[src/rtl/ser_deframer.sv]
`timescale 1ns/1ps
// ser_deframer
// Recovers framed payload words from a single-bit serial stream (MSB first).
// A frame is PAYLOAD_WORDS*DATA_W payload bits followed by SYNC_W sync bits.
// The block hunts for SYNC_WORD, confirms alignment over CONFIRM_N consecutive
// good syncs, then emits payload words. It drops lock after LOSS_N
// consecutive bad syncs.
//
// Ports:
//   clkin          serializer-domain clock, rising edge
//   reset_n        asynchronous active-low reset
//   sdata          serial data bit
//   sdata_en       qualifies sdata; only enabled cycles advance bit state
//   data_out       last recovered payload word (held between strobes)
//   data_valid     one-cycle strobe, data_out carries a new word
//   frame_start    asserted with data_valid on payload word 0
//   locked         frame alignment established
//   sync_err_count saturating count of bad syncs seen while locked
module ser_deframer #(
  parameter int unsigned       DATA_W        = 8,
  parameter int unsigned       PAYLOAD_WORDS = 3,
  parameter int unsigned       SYNC_W        = 8,
  parameter logic [SYNC_W-1:0] SYNC_WORD     = 8'hA5,
  parameter int unsigned       CONFIRM_N     = 2,
  parameter int unsigned       LOSS_N        = 3,
  parameter int unsigned       ERR_W         = 8
) (
  input  logic              clkin,
  input  logic              reset_n,
  input  logic              sdata,
  input  logic              sdata_en,
  output logic [DATA_W-1:0] data_out,
  output logic              data_valid,
  output logic              frame_start,
  output logic              locked,
  output logic [ERR_W-1:0]  sync_err_count
);

  localparam int unsigned PAYLOAD_BITS = PAYLOAD_WORDS * DATA_W;
  localparam int unsigned FRAME_LEN    = PAYLOAD_BITS + SYNC_W;
  localparam int unsigned CNT_W        = (FRAME_LEN > 2) ? $clog2(FRAME_LEN) : 1;
  localparam int unsigned FILL_W       = (SYNC_W > 2) ? $clog2(SYNC_W) : 1;
  localparam int unsigned GOOD_W       = $clog2(CONFIRM_N + 1);
  localparam int unsigned MISS_W       = $clog2(LOSS_N + 1);

  localparam logic [CNT_W-1:0]  LAST_BIT       = CNT_W'(FRAME_LEN - 1);
  localparam logic [CNT_W-1:0]  FIRST_WORD_END = CNT_W'(DATA_W - 1);
  localparam logic [FILL_W-1:0] FILL_MAX       = FILL_W'(SYNC_W - 1);
  localparam logic [GOOD_W-1:0] GOOD_LAST      = GOOD_W'(CONFIRM_N - 1);
  localparam logic [MISS_W-1:0] MISS_LAST      = MISS_W'(LOSS_N - 1);

  typedef enum logic [1:0] {
    ST_HUNT,
    ST_CONFIRM,
    ST_LOCKED
  } state_t;

  state_t              state, state_d;
  logic [SYNC_W-1:0]   sync_sr, sync_sr_d;
  logic [DATA_W-1:0]   word_sr, word_sr_d;
  logic [CNT_W-1:0]    bit_cnt, bit_cnt_d;
  logic [FILL_W-1:0]   hunt_fill, hunt_fill_d;
  logic [GOOD_W-1:0]   good_cnt, good_cnt_d;
  logic [MISS_W-1:0]   miss_cnt, miss_cnt_d;
  logic [ERR_W-1:0]    err_cnt_d;
  logic [DATA_W-1:0]   data_out_d;
  logic                data_valid_d;
  logic                frame_start_d;
  logic                locked_d;

  logic [SYNC_W-1:0]   sync_now;
  logic [DATA_W-1:0]   word_now;
  logic                sync_hit;
  logic                frame_end;
  logic                word_end;
  logic                hunt_armed;
  logic                drop_to_hunt;

  // Shift values including the bit presented this cycle, so decisions are
  // made on the enabled cycle that carries the last bit of a field.
  assign sync_now   = {sync_sr[SYNC_W-2:0], sdata};
  assign word_now   = {word_sr[DATA_W-2:0], sdata};
  assign sync_hit   = (sync_now == SYNC_WORD);
  assign frame_end  = (bit_cnt == LAST_BIT);
  assign hunt_armed = (hunt_fill == FILL_MAX);

  always_comb begin
    word_end = 1'b0;
    for (int unsigned w = 0; w < PAYLOAD_WORDS; w++) begin
      if (bit_cnt == CNT_W'((w + 1) * DATA_W - 1)) begin
        word_end = 1'b1;
      end
    end
  end

  always_ff @(posedge clkin or negedge reset_n) begin
    if (!reset_n) begin
      state          <= ST_HUNT;
      sync_sr        <= '0;
      word_sr        <= '0;
      bit_cnt        <= '0;
      hunt_fill      <= '0;
      good_cnt       <= '0;
      miss_cnt       <= '0;
      sync_err_count <= '0;
      data_out       <= '0;
      data_valid     <= 1'b0;
      frame_start    <= 1'b0;
      locked         <= 1'b0;
    end else begin
      state          <= state_d;
      sync_sr        <= sync_sr_d;
      word_sr        <= word_sr_d;
      bit_cnt        <= bit_cnt_d;
      hunt_fill      <= hunt_fill_d;
      good_cnt       <= good_cnt_d;
      miss_cnt       <= miss_cnt_d;
      sync_err_count <= err_cnt_d;
      data_out       <= data_out_d;
      data_valid     <= data_valid_d;
      frame_start    <= frame_start_d;
      locked         <= locked_d;
    end
  end

  always_comb begin
    state_d       = state;
    sync_sr_d     = sync_sr;
    word_sr_d     = word_sr;
    bit_cnt_d     = bit_cnt;
    hunt_fill_d   = hunt_fill;
    good_cnt_d    = good_cnt;
    miss_cnt_d    = miss_cnt;
    err_cnt_d     = sync_err_count;
    data_out_d    = data_out;
    data_valid_d  = 1'b0;
    frame_start_d = 1'b0;
    locked_d      = locked;
    drop_to_hunt  = 1'b0;

    if (sdata_en) begin
      sync_sr_d = sync_now;
      word_sr_d = word_now;
      bit_cnt_d = frame_end ? '0 : bit_cnt + 1'b1;

      unique case (state)
        ST_HUNT: begin
          // Bit counter stays at zero so that the cycle after a match is
          // payload bit 0.
          bit_cnt_d = '0;
          if (!hunt_armed) begin
            hunt_fill_d = hunt_fill + 1'b1;
          end
          if (hunt_armed && sync_hit) begin
            good_cnt_d = GOOD_W'(1);
            if (CONFIRM_N <= 1) begin
              state_d    = ST_LOCKED;
              locked_d   = 1'b1;
              miss_cnt_d = '0;
            end else begin
              state_d = ST_CONFIRM;
            end
          end
        end

        ST_CONFIRM: begin
          if (frame_end) begin
            if (sync_hit) begin
              good_cnt_d = good_cnt + 1'b1;
              if (good_cnt == GOOD_LAST) begin
                state_d    = ST_LOCKED;
                locked_d   = 1'b1;
                miss_cnt_d = '0;
              end
            end else begin
              drop_to_hunt = 1'b1;
            end
          end
        end

        ST_LOCKED: begin
          if (word_end) begin
            data_out_d    = word_now;
            data_valid_d  = 1'b1;
            frame_start_d = (bit_cnt == FIRST_WORD_END);
          end
          if (frame_end) begin
            if (sync_hit) begin
              miss_cnt_d = '0;
            end else begin
              if (sync_err_count != '1) begin
                err_cnt_d = sync_err_count + 1'b1;
              end
              if (miss_cnt == MISS_LAST) begin
                drop_to_hunt = 1'b1;
              end else begin
                miss_cnt_d = miss_cnt + 1'b1;
              end
            end
          end
        end

        default: begin
          drop_to_hunt = 1'b1;
        end
      endcase

      // Re-hunting starts from an empty sync window so stale bits from the
      // lost alignment cannot produce an immediate false match.
      if (drop_to_hunt) begin
        state_d     = ST_HUNT;
        locked_d    = 1'b0;
        sync_sr_d   = '0;
        hunt_fill_d = '0;
        bit_cnt_d   = '0;
        good_cnt_d  = '0;
        miss_cnt_d  = '0;
      end
    end
  end

endmodule

[config.mk]
export PLATFORM = sky130hd
export DESIGN_NAME = ser_deframer
export DESIGN_NICKNAME = d
export VERILOG_FILES = /design/src/rtl/ser_deframer.sv
export SDC_FILE = /design/constraint.sdc
export NUM_CORES = 1
export LEC_CHECK = 0
export CORE_MARGIN = 4
export CORE_UTILIZATION = 61
export DETAILED_ROUTE_END_ITERATION = 10
export GPL_TIMING_DRIVEN = 0
export PLACE_DENSITY_LB_ADDON = 0.05
export SYNTH_ARGS = -nofsm -noshare
export SYNTH_HDL_FRONTEND = slang
export SYNTH_SLANG_ARGS = --single-unit
[constraint.sdc]
create_clock -name clkin -period 4.5 [get_ports clkin]
set_input_delay 0.675 -clock clkin [delete_from_list [all_inputs] [get_ports clkin]]
set_output_delay 0.675 -clock clkin [all_outputs]
set_load 0.02 [all_outputs]
==> Table 3: Implementation characteristics, run 1 <==
Physical design parameters

Parameter                              Value

Critical path
  CP delay by family, top .................. simple AND/OR/NAND/NOR gates
  Reg-to-reg startpoint .................. bit_cnt[1]$_DFFE_PN0P_
  Maximum fanout along the worst path .................. 9
  Kind of critical path .................. reg2reg
  Cell with the largest stage delay on the worst path .................. dfrtp_1
  Flop2flop setup slack .................. 2.31 ns
  Crit path top cell by count .................. ha_1
  Critical path data required time .................. 4.68 ns
  WP buf/inv .................. 1

Power and ir drop
  Reported clock group power .................. 241 uW
  Sequential Power Share .................. 50.7%
  Power spent charging and discharging nets .................. 345.9 uW
  Sw Ratio .................. 32.38%
  Relative contribution of combinational cells to total power .................. 26.7%
  Top power consumer group .................. registers
  Power density cells .................. 381.7 nW/um^2
  Power after layout .................. 1068 uW
  Int Pwr .................. 722.5 uW

Logic synthesis
  Avg Inst Size Synth .................. 11.63 um^2
  Main combinational cell family by area after synthesis .................. simple AND/OR/NAND/NOR gates
  Yosys stat chip area .................. 2430 um^2
  Total cells reported by yosys after synthesis .................. 209
  Number of instances in the synthesized netlist .................. 209
  Fraction of the mapped netlist area in compound gates .................. 13.90%
  Count of synthesis-stage warnings from yosys .................. 0
  Adder Share, Synth .................. 5.664%
  Xor-xnor portion of the synthesized cell area .................. 2.523%
  Count of library flops with an enable pin .................. 0
  Proportion of synthesized flip-flops having asynchronous set or reset .................. 100.0%
  Most common cell in the synthesized netlist .................. dfrtp_1
  Post-synthesis cell type count .................. 49
  Synthesized-area fraction occupied by and/or/nand/nor cells .................. 16.84%

Finish
  Non-clock buffers, area share .................. 9.566%
  Inverter count of the layout excluding clock inverters .................. 10
  Synthesis-to-layout area growth .................. 15.19%
  Total area of multi-input combinational cells .................. 1174 um^2
  Final sequential cell count .................. 47
  Count of placed standard cells in the final layout, fillers left out .................. 287
  Number of clock buffers in the layout .................. 5
  Non-clock buffers .................. 30
  Portion of the layout cell area used by clock cells .................. 2.995%
  Fraction of layout instances using a drive strength above 1 .................. 13.81%
  Logic gate fraction of the total cell area .................. 41.93%
  Leading cell type in the layout, fill and taps excluded .................. dfrtp_1

Detailed routing
  Pre-Repair DR Iteration Count .................. 4
  Wirelength per Cell .................. 16.92 um
  Final WL .................. 4856 um
  Number of DRC violations after detailed-routing iteration 0 .................. 136

GRT
  Global route total overflow .................. 0
  Initial antenna violation count .................. 0
  Total Routing Usage GR .................. 21.15%

Place
  Number of placed instances with taps included .................. 279

Final timing
  Number of endpoints with negative hold slack in the final report .................. 0
  Final critical-path required period .................. 2.188 ns
  Worst setup margin .................. 2.312 ns
  Worst rel slew slack .................. 62.19%
  Max frequency .................. 457.1 MHz
  Setup TNS .................. 0 ns
  Setup repair after global routing missed its margin .................. no

CTS
  Clock buffer count from CTS .................. 5
  Maximum number of buffers from clock root to sink .................. 2
  Worst-path clk slew .................. 0.08 ns
  Post-CTS Setup Repair Bufs .................. 0
  Htree depth .................. 2
  Clock tree from TritonCTS .................. done

Job
  Max-capacitance violation count .................. 0

Run status
  Status .................. finished, final reports clean

Floorplan
  Die Y .................. 71.12 um
  Chip area .................. 5057 um^2
## run 1: worst max path at each step
stage                                start                            end  cells after the start
floorplan           bit_cnt[0]$_DFFE_PN0P_           state[0]$_DFFE_PN0P_                      8
global placement                   reset_n         sync_sr[2]$_DFFE_PN0P_                      1
detailed placement                   sdata  sync_err_count[1]$_DFFE_PN0P_                      5
CTS                 bit_cnt[0]$_DFFE_PN0P_  sync_err_count[1]$_DFFE_PN0P_                      8
global route        bit_cnt[0]$_DFFE_PN0P_  sync_err_count[1]$_DFFE_PN0P_                      8
finish              bit_cnt[1]$_DFFE_PN0P_  sync_err_count[1]$_DFFE_PN0P_                      8
## run 1: layer usage
layer	vias up	wire length (um)	global-route usage [%]
li1	817	-	-
met5	-	0	0
met4	0	53	5.846
met2	49	2463	36.15
met1	856	2122	27.31
met3	6	216	4.403
Run 1, I/O nets highlighted:
(6 px per um)
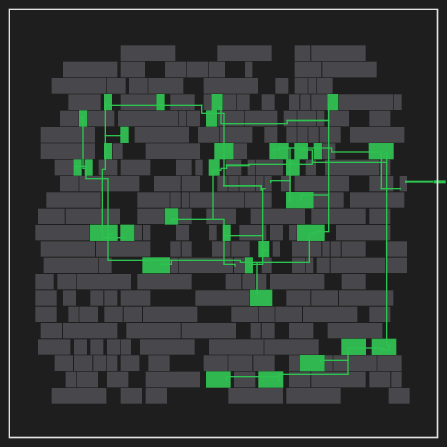
Key: green = sdata_en [bits 1, direction input, edge right, end cells 34, buffers 4, wire 405 um]
total I/O pin count: 23
input/output buffers: 21

Run 1, routed metal, one color a layer:
(6 px per um)
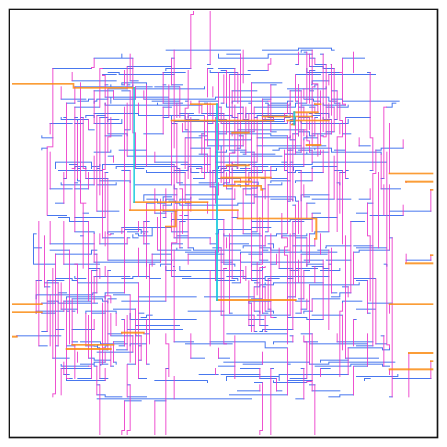
Key: magenta = metal 2 [wire length 2460 um]; blue = metal 1 [wire length 2120 um]; cyan = metal 4 [wire length 53.7 um]; orange = metal 3 [wire length 217 um]

Run 1, register map, names as in the netlist:
(4 px per um)
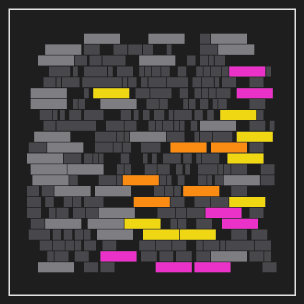
Key: orange = bit_cnt [sequential cells 5]; yellow = data_out [sequential cells 8]; magenta = word_sr [sequential cells 7]
sequential share of cell area: 42.02%
footprint of the flip-flops and latches: 1176 um^2
end-of-flow core utilization: 74.77%
power consumed by sequential cells: 542 uW

==> run 1 -> run 2 <==
Settings changed: CORE_UTILIZATION 61 to 57.
Clock period 4.5 ns to 2.1 ns, I/O delays scaled along.
==> run 2 against run 1 <==
Net effect: synthesized cell count unchanged; sequential power grew 110%; largest cell class is now multi-input combinational cells; clock-buffer cell count rose by 1.
==> Table 3: Implementation characteristics, run 2 <==
Physical design parameters

Parameter                              Value

Detailed routing
  Number of DRC violations after detailed-routing iteration 0 .................. 161
  Pre-Repair DR Iteration Count .................. 4
  Length of routed met3 wiring .................. 193 um
  Topmost layer with routed signal wires .................. met4
  Detail Route met2 WL .................. 2436 um
  Wirelength per Cell .................. 16.81 um
  Final WL .................. 4909 um

Logic synthesis
  Total cells reported by yosys after synthesis .................. 209
  Count of library flops with an enable pin .................. 0
  Count of synthesis-stage warnings from yosys .................. 0
  Post-synthesis cell type count .................. 49
  Yosys stat chip area .................. 2430 um^2
  Most common cell in the synthesized netlist .................. dfrtp_1
  Avg Inst Size Synth .................. 11.63 um^2
  Number of instances in the synthesized netlist .................. 209

Final timing
  Worst rel slew slack .................. 62.75%
  Setup TNS .................. 0 ns
  Max frequency .................. 499.7 MHz
  Final critical-path required period .................. 2.001 ns
  Number of endpoints with negative hold slack in the final report .................. 0
  Worst setup margin .................. 0.09860 ns

Finish
  Count of placed standard cells in the final layout, fillers left out .................. 292
  End-of-flow core utilization .................. 70.15%
  Leading cell type in the layout, fill and taps excluded .................. dfrtp_1
  Commonest cells after routing, fill and taps aside .................. dfrtp_1, clkdlybuf4s50_1, nand2_1, mux2_1, inv_1
  Synthesis-to-layout area growth .................. 17.15%
  Number of antenna cells inserted .................. 0

Power and ir drop
  Power spent charging and discharging nets .................. 783.5 uW
  Relative contribution of combinational cells to total power .................. 27.1%
  Power density cells .................. 842.2 nW/um^2
  Int Pwr .................. 1614 uW
  Sw Ratio .................. 32.68%
  Power after layout .................. 2397 uW
  Top power consumer group .................. registers
  Sequential Power Share .................. 48.5%
  Power consumed by sequential cells .................. 1160 uW
  Reported clock group power .................. 586 uW

GRT
  Total Routing Usage GR .................. 20.25%
  Most crowded layer after global routing .................. met2
  Global routing usage on met1 .................. 26.38%
  Global route total overflow .................. 0
  Initial antenna violation count .................. 0

Critical path
  Reg-to-reg startpoint .................. bit_cnt[0]$_DFFE_PN0P_
  WP buf/inv .................. 1
  CP delay by family, top .................. adder cells
  Worst Setup EP .................. sync_err_count[7]$_DFFE_PN0P_
  Crit path top cell by count .................. ha_2
  Critical path data required time .................. 2.30 ns
  Maximum fanout along the worst path .................. 9
  Kind of critical path .................. reg2reg

CTS
  Clock tree from TritonCTS .................. done
  Htree depth .................. 2
  Clock buffer count from CTS .................. 5
  Maximum number of buffers from clock root to sink .................. 2
  Worst-path clk slew .................. 0.09 ns

Run status
  Status .................. finished, final reports clean

Place
  Final Wtd Congestion .................. 0.8837
  Input/output buffers .................. 21
  Number of placed instances with taps included .................. 281

Floorplan
  Die Y .................. 73.29 um
  Chip area .................. 5371 um^2
-- run 2: cells by family after synthesis --
group,share of synthesized area [%]
xor+xnor,2.523
simple gates,16.84
compound gates,13.90
mux,9.372
flops,48.40
fa+ha+maj,5.664
buf+inv,3.296
-- run 2: final cells by class --
type / count / area [um^2]
fill: 291 / 1211
timing repair buffer: 26 / 257.7
inverter: 10 / 37.54
clock inverter: 2 / 13.76
multi-input combinational: 144 / 1179
sequential: 47 / 1176
clock buffer: 6 / 82.58
buffer: 7 / 37.54
tap: 50 / 62.56
-- run 2: what timing repair did --
item | in CTS | in global routing
gates cloned | 0 | 0
endpoints found under the setup margin | 2 | 3
hold buffers | 1 | 0
pin swaps | 0 | 0
setup buffers | 1 | 2
resized | 1 | 1
endpoints found under the hold margin | 20 | 0
Run 2, routed metal, one color a layer:
(4 px per um)
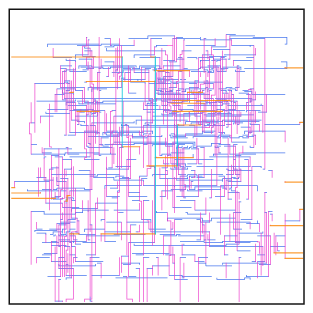
Key: blue = metal 1 [wire length 2200 um]; magenta = metal 2 [wire length 2440 um]; cyan = metal 4 [wire length 76.8 um]; orange = metal 3 [wire length 193 um]

Run 2, I/O nets highlighted:
(4 px per um)
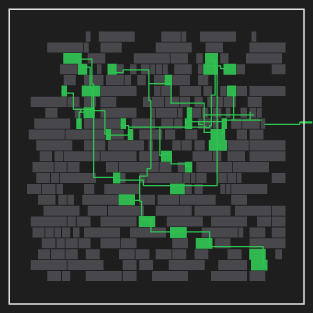
Key: green = sdata_en [bits 1, direction input, edge right, end cells 34, buffers 4, wire 396 um]

Run 2, register map, names as in the netlist:
(4 px per um)
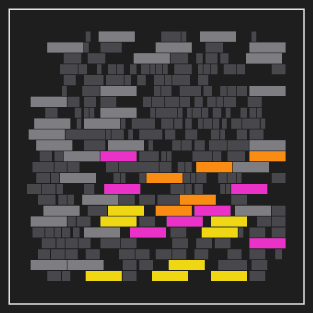
Key: yellow = data_out [sequential cells 8]; orange = bit_cnt [sequential cells 5]; magenta = word_sr [sequential cells 7]
Another 27 sequential cells are not colored.

Power and IR drop assume default switching activity.
